**src/rtl/pc_sequencer.sv**
```systemverilog
// Fetch/execute sequencer for the PC datapath: one PC write strobe per retired
// instruction, next-PC source select, and sticky halt/error stop states.
module pc_sequencer #(
    parameter int ADDR_W   = 8,
    parameter int PC_LIMIT = 100,
    parameter int TIMEOUT  = 15,
    parameter int CNT_W    = 16
) (
    input  logic              clk,
    input  logic              rst,
    input  logic              start,
    input  logic [ADDR_W-1:0] pc_value,
    input  logic              imem_ready,
    input  logic              stall,
    input  logic              branch_taken,
    input  logic [1:0]        jump,
    input  logic              halt_instr,
    output logic              imem_req,
    output logic              pc_en,
    output logic [1:0]        pc_sel,
    output logic              busy,
    output logic              halted,
    output logic              error,
    output logic [CNT_W-1:0]  cycle_count,
    output logic [CNT_W-1:0]  instr_count
);

    typedef enum logic [2:0] {
        S_IDLE,
        S_FETCH,
        S_EXEC,
        S_HALT,
        S_ERROR
    } state_t;

    localparam logic [7:0]       TIMEOUT_C = 8'(TIMEOUT);
    localparam logic [CNT_W-1:0] CNT_MAX   = '1;

    state_t           state_q;
    logic [7:0]       wait_q;
    logic [CNT_W-1:0] cycle_q, cycle_d;
    logic [CNT_W-1:0] instr_q, instr_d;
    logic             at_limit;
    logic             in_exec_go;

    // Zero-extend before comparing so a limit wider than the PC still works.
    assign at_limit   = (32'(pc_value) >= 32'(PC_LIMIT));
    assign in_exec_go = (state_q == S_EXEC) && !stall;

    assign imem_req = (state_q == S_FETCH);
    assign busy     = (state_q == S_FETCH) || (state_q == S_EXEC);
    assign halted   = (state_q == S_HALT);
    assign error    = (state_q == S_ERROR);
    assign pc_en    = in_exec_go && !halt_instr && !at_limit;

    always_comb begin
        pc_sel = 2'b00;
        if (pc_en) begin
            if (branch_taken)      pc_sel = 2'b01;
            else if (jump == 2'b11) pc_sel = 2'b10;
            else if (jump == 2'b01) pc_sel = 2'b11;
            else                    pc_sel = 2'b00;
        end
    end

    always_ff @(posedge clk or posedge rst) begin
        if (rst) begin
            state_q <= S_IDLE;
            wait_q  <= 8'd0;
        end else begin
            case (state_q)
                S_IDLE: begin
                    if (start) state_q <= S_FETCH;
                end
                S_FETCH: begin
                    if (imem_ready) begin
                        state_q <= S_EXEC;
                        wait_q  <= 8'd0;
                    end else if (wait_q == TIMEOUT_C) begin
                        state_q <= S_ERROR;
                    end else begin
                        wait_q <= wait_q + 8'd1;
                    end
                end
                S_EXEC: begin
                    if (in_exec_go) begin
                        state_q <= (halt_instr || at_limit) ? S_HALT : S_FETCH;
                    end
                end
                S_HALT:  state_q <= S_HALT;
                S_ERROR: state_q <= S_ERROR;
                default: state_q <= S_IDLE;
            endcase
        end
    end

    // Both counters saturate rather than wrap.
    assign cycle_d = (busy && cycle_q != CNT_MAX) ? cycle_q + CNT_W'(1) : cycle_q;
    assign instr_d = (pc_en && instr_q != CNT_MAX) ? instr_q + CNT_W'(1) : instr_q;

    always_ff @(posedge clk or posedge rst) begin
        if (rst) begin
            cycle_q <= '0;
            instr_q <= '0;
        end else begin
            cycle_q <= cycle_d;
            instr_q <= instr_d;
        end
    end

    assign cycle_count = cycle_q;
    assign instr_count = instr_q;

endmodule

```
**config.mk**
```make
export PLATFORM = sky130hd
export DESIGN_NAME = pc_sequencer
export DESIGN_NICKNAME = d
export VERILOG_FILES = /design/src/rtl/pc_sequencer.sv
export SDC_FILE = /design/constraint.sdc
export NUM_CORES = 1
export LEC_CHECK = 0
export CAP_MARGIN = 15
export CORE_ASPECT_RATIO = 1.25
export CORE_UTILIZATION = 45
export DETAILED_ROUTE_END_ITERATION = 16
export GPL_ROUTABILITY_DRIVEN = 0
export HOLD_SLACK_MARGIN = 0.05
export PLACE_DENSITY = 0.75
export SLEW_MARGIN = 20
export SYNTH_ARGS = -nofsm -noshare
export SYNTH_HDL_FRONTEND = slang
export SYNTH_SLANG_ARGS = --single-unit
```
**constraint.sdc**
```tcl
create_clock -name clk -period 1.8 [get_ports clk]
set_input_delay 0.18 -clock clk [delete_from_list [all_inputs] [get_ports clk]]
set_output_delay 0.18 -clock clk [all_outputs]
set_load 0.01 [all_outputs]
```
Figure 1. M1 wires.
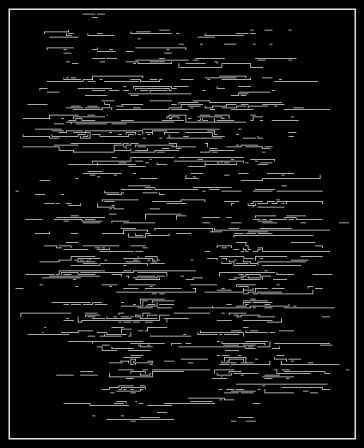
longest straight run = 22.1 µm
nets with wire on the layer = 279
share of all routed wire = 44%

Figure 2. The metal 2 layer.
Bar = 20 µm. Cells faint in the background.
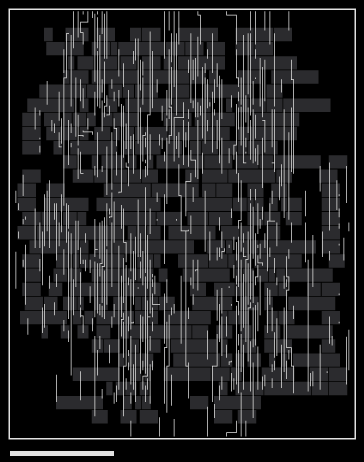
share of all routed wire = 51%
main direction = vertical
wire length on this layer = 2700 µm
nets with wire on the layer = 291
total wire length: 5260 µm
met2 Usage GRT: 35.0%
DR vias: 2030

==> results_slide.txt <==
Synthesis and Place & Route Summary

Power
  • P_leak: 1.49 nW
  • Power per cell area: 1080 mW/mm²
  • Sw Pwr: 1.18 mW
  • Sequential power share: 38.1%
  • P_comb: 1.45 mW
  • Clock Power: 0.727 mW
  • Sw frac: 33.5%

Floorplanning
  • Ports: 56
  • Tap Count: 60
  • Die H: 82.2 µm
  • Die area: 0.00544 mm²

Outcome
  • Status: finished, final reports clean

Critical path
  • CP Max Fanout: 15
  • Setup crit start kind: input port
  • R2R cell count: 6
  • CP max stage cell: clkdlybuf4s50_1
  • Crit path largest cell delay: 460 ps

Finish
  • Buffer share of cell area: 22.8%
  • # nets final: 324
  • Non-clock inverters: 10
  • Final core utilization: 67.5%
  • Fraction of layout cells with a size suffix above 1: 20.1%
  • Area-dominant class: combinational gates
  • Comb_multi_in: 161
  • Final cell count without fillers: 364
  • Design area: 0.00326 mm²
  • Flip-flops: 43
  • Count of non-CTS buffers in the layout: 83

Clock tree
  • Clk sinks: 43
  • Late-Pin Clk Latency: 290 ps
  • H-tree levels: 2
  • CTS hold repair buffers: 0
  • Post-CTS resize count: 13
  • Setup bufs post-CTS: 0

STA
  • Min cycle time layout: 1740 ps
  • Worst Hold Slack: 328 ps
  • Final count of hold timing violations: 0

Global routing
  • Largest net degree at the start of global routing: 44

Run
  • MaxCap Viol Count: 0

Routing
  • Top layer in use: met4
  • Drt via density: 5.58
  • Initial DRC count: 55
  • Final ANT Viol Nets: 0
  • WL met2: 2700 µm

Synthesis
  • Synthesized instance count: 220
  • Adder share: 1.62%
Figure 3. The metal 3 layer.
Bar = 20 µm.
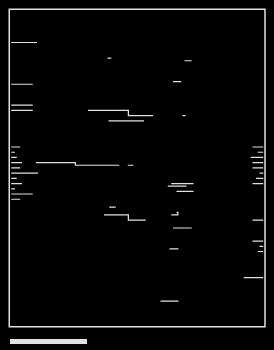
longest straight run = 11.3 µm
wire length on this layer = 173 µm

Figure 4. A small window of the routed layout.
Bar = 5 µm. Window x 7 to 27, y 52 to 72 µm. Cells in gray, sequential cells in the stronger gray; small squares are vias.
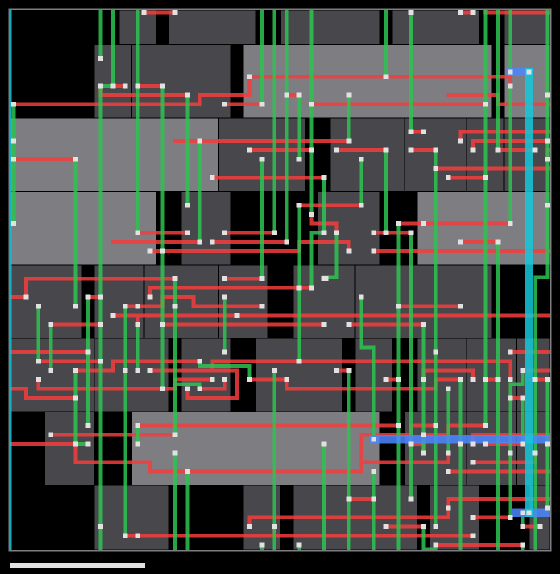
green -> met2
cyan -> met4
red -> met1
blue -> met3
sequential cells in the window = 5
netlist names of flops here include = `instr_count` (5)
most frequent = xor2_1 (5), dfrtp_1 (5)
cells with their middle in the window = 35

Power and IR drop assume default switching activity.
